**config.mk**
```make
export PLATFORM = sky130hd
export DESIGN_NAME = debouncer
export DESIGN_NICKNAME = d
export VERILOG_FILES = /design/src/rtl/debouncer.sv
export SDC_FILE = /design/constraint.sdc
export NUM_CORES = 1
export LEC_CHECK = 0
export ABC_AREA = 1
export CAP_MARGIN = 10
export CORE_ASPECT_RATIO = 0.75
export CORE_UTILIZATION = 40
export CTS_BUF_LIST = sky130_fd_sc_hd__clkbuf_8
export CTS_CLUSTER_DIAMETER = 120
export CTS_CLUSTER_SIZE = 28
export DETAILED_ROUTE_END_ITERATION = 8
export HOLD_SLACK_MARGIN = 0.06
export MAX_ROUTING_LAYER = met4
export SETUP_SLACK_MARGIN = 0.15
export SYNTH_ARGS = -nofsm -noshare
export SYNTH_HDL_FRONTEND = slang
export SYNTH_SLANG_ARGS = --single-unit
```
**constraint.sdc**
```tcl
create_clock -name clk -period 1.4 [get_ports clk]
set_clock_uncertainty 0.15 [all_clocks]
set_input_delay 0.21 -clock clk [delete_from_list [all_inputs] [get_ports clk]]
set_output_delay 0.21 -clock clk [all_outputs]
set_load 0.01 [all_outputs]
```
**src/rtl/debouncer.sv**
```systemverilog
// Multi-channel level debouncer. A shared sample counter produces a periodic
// sample strobe; each channel accepts a high level only after PULSE_CNT_MAX
// consecutive high samples and drops it on the first low input cycle.
// Registered rise/fall strobes mark the edges of the filtered level.
module debouncer #(
    parameter int unsigned WIDTH          = 1,
    parameter int unsigned SAMPLE_CNT_MAX = 62500,
    parameter int unsigned PULSE_CNT_MAX  = 200
) (
    input  logic             clk,
    input  logic             rst,
    input  logic [WIDTH-1:0] glitchy_signal,
    output logic [WIDTH-1:0] debounced_signal,
    output logic [WIDTH-1:0] rise_pulse,
    output logic [WIDTH-1:0] fall_pulse
);

    localparam int unsigned SampleCntW = (SAMPLE_CNT_MAX > 1) ? $clog2(SAMPLE_CNT_MAX) : 1;
    localparam int unsigned PulseCntW  = $clog2(PULSE_CNT_MAX + 1);

    localparam logic [SampleCntW-1:0] SampleLast = SampleCntW'(SAMPLE_CNT_MAX - 1);
    localparam logic [PulseCntW-1:0]  PulseMax   = PulseCntW'(PULSE_CNT_MAX);

    logic [SampleCntW-1:0] sample_cnt_q, sample_cnt_d;
    logic                  sample_pulse;
    logic [PulseCntW-1:0]  pulse_cnt_q [WIDTH];
    logic [PulseCntW-1:0]  pulse_cnt_d [WIDTH];
    logic [WIDTH-1:0]      prev_q;

    // Shared sample timebase: strobe on the last count, then wrap to zero.
    always_comb begin
        sample_pulse = (sample_cnt_q == SampleLast);
        sample_cnt_d = sample_pulse ? '0 : sample_cnt_q + SampleCntW'(1);
    end

    // Per-channel saturating count of consecutive high samples; any low cycle clears it.
    always_comb begin
        for (int i = 0; i < WIDTH; i++) begin
            pulse_cnt_d[i] = pulse_cnt_q[i];
            if (!glitchy_signal[i]) begin
                pulse_cnt_d[i] = '0;
            end else if (sample_pulse && (pulse_cnt_q[i] != PulseMax)) begin
                pulse_cnt_d[i] = pulse_cnt_q[i] + PulseCntW'(1);
            end
        end
    end

    // State registers; reset overrides every other update.
    always_ff @(posedge clk) begin
        if (rst) begin
            sample_cnt_q <= '0;
            prev_q       <= '0;
            for (int i = 0; i < WIDTH; i++) begin
                pulse_cnt_q[i] <= '0;
            end
        end else begin
            sample_cnt_q <= sample_cnt_d;
            prev_q       <= debounced_signal;
            for (int i = 0; i < WIDTH; i++) begin
                pulse_cnt_q[i] <= pulse_cnt_d[i];
            end
        end
    end

    // Outputs decode registered state only, so there is no input-to-output path.
    always_comb begin
        for (int i = 0; i < WIDTH; i++) begin
            debounced_signal[i] = (pulse_cnt_q[i] == PulseMax);
        end
        rise_pulse = debounced_signal & ~prev_q;
        fall_pulse = ~debounced_signal & prev_q;
    end

endmodule
```
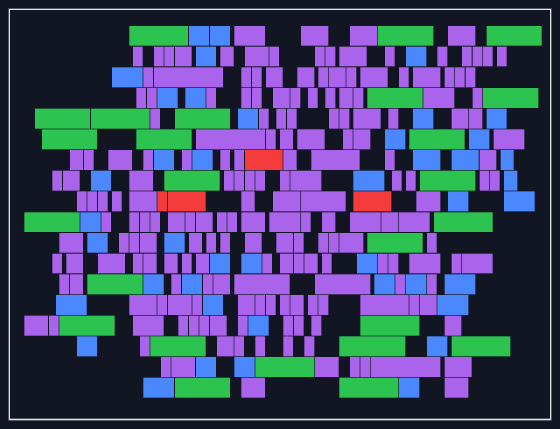
*Cell classes on the final placement*
| color | class | cells |
|---|---|---|
| red | clock drivers and dummy loads | 4 |
| green | registers | 25 |
| blue | remaining buffers and delay cells | 43 |
| purple | remaining logic cells | 196 |
Cell Rows: 18
post-route cell area: 2130 um2
Final Core Density: 0.633
flop share of the area: 0.241

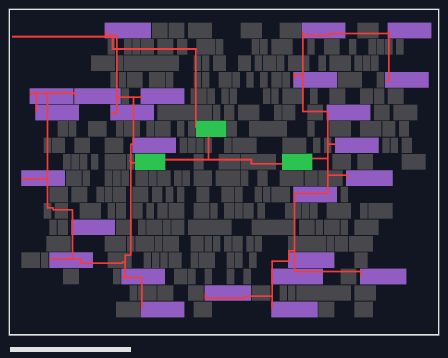
*Clock network drawn from the DEF*
The bar under the picture is 20 um long.
[purple] flip-flops | count: 25
[green] clock-net drivers | count: 3
[red] clock wires | length: 328 um
routed clock nets: 4

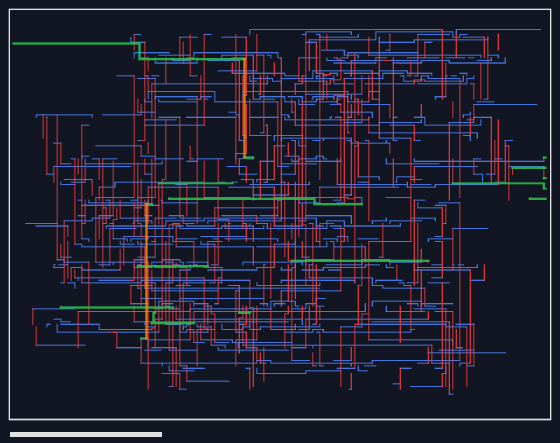
*Signal wires by layer*
The bar under the picture is 20 um long.
| color | layer | wire length |
|---|---|---|
| green | M3 | 141 um |
| blue | M1 | 1980 um |
| orange | M4 | 30.6 um |
| red | M2 | 1550 um |

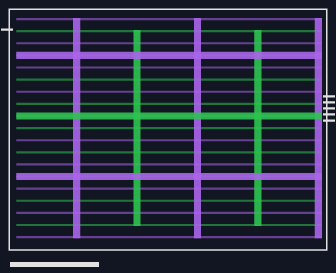
*Power grid*
The bar under the picture is 20 um long. Pins as bars on the die edge.
| color | net |
|---|---|
| purple | VSS |
| green | VDD |
met4 straps: 5
rows: 18
signal pins: 6
met1 rails: 19

==> flow_metrics.env <==
# source this file to load flow results
export IMPL_status="finished with violations"
export IMPL_violations="DRC, setup timing"
export IMPL_inv_count=34
export IMPL_topCellsByArea="dfxtp_1 (35%), nand2_1 (14%), nor2_1 (12%)"
export IMPL_cpLargestDelayFamily="flip-flops"
export IMPL_met2_usage=0.292
export IMPL_slowest_delay_ns=0.33
export IMPL_grt_remaining_overflow=0
export IMPL_syn_nets=227
export IMPL_drt_vias_per_instance=4.78
export IMPL_finalSetupViolCount=19
export IMPL_cp_required_ns=1.04
export IMPL_ys_sh_xor=0.0430
export IMPL_synthTopLogicFamily="simple AND/OR/NAND/NOR gates"
export IMPL_n_tap_cell=40
export IMPL_holdCritPathClass="in -> reg"
export IMPL_placed_cell_area_um2=1780
export IMPL_ys_types=20
export IMPL_hp_start="rst"
export IMPL_reg2reg_to="pulse_cnt_q[0][2]$_SDFFE_PP0P_"
export IMPL_edf_count=0
export IMPL_nonClkBufAreaFrac=0.164
export IMPL_r2r_start="sample_cnt_q[1]$_SDFF_PP0_"
export IMPL_setup_ws_ns=-0.204
export IMPL_vdd_ir_drop_max_mv=0.473
export IMPL_ys_ff=25
export IMPL_insertion_delay_ns=0.27
export IMPL_grtUsageMet3=0.0449
export IMPL_yosys_cells=221
export IMPL_pwr_share_comb=0.065
export IMPL_fmaxAchievable_mhz=623
export IMPL_io_buffers=5
export IMPL_whs_path_depth=2
export IMPL_wl_mm=3.70
export IMPL_ant_nets=0
export IMPL_drc=1
export IMPL_num_vias=1473
export IMPL_clock_net_power_uw=423
export IMPL_yosys_area_share_simple=0.448
export IMPL_reg2regPathDepth=9
export IMPL_seq_power_uw=727
export IMPL_whs_ns=0.356
export IMPL_placed_cells=295
export IMPL_comb_area_frac=0.489
export IMPL_post_place_ws_ns=-0.348
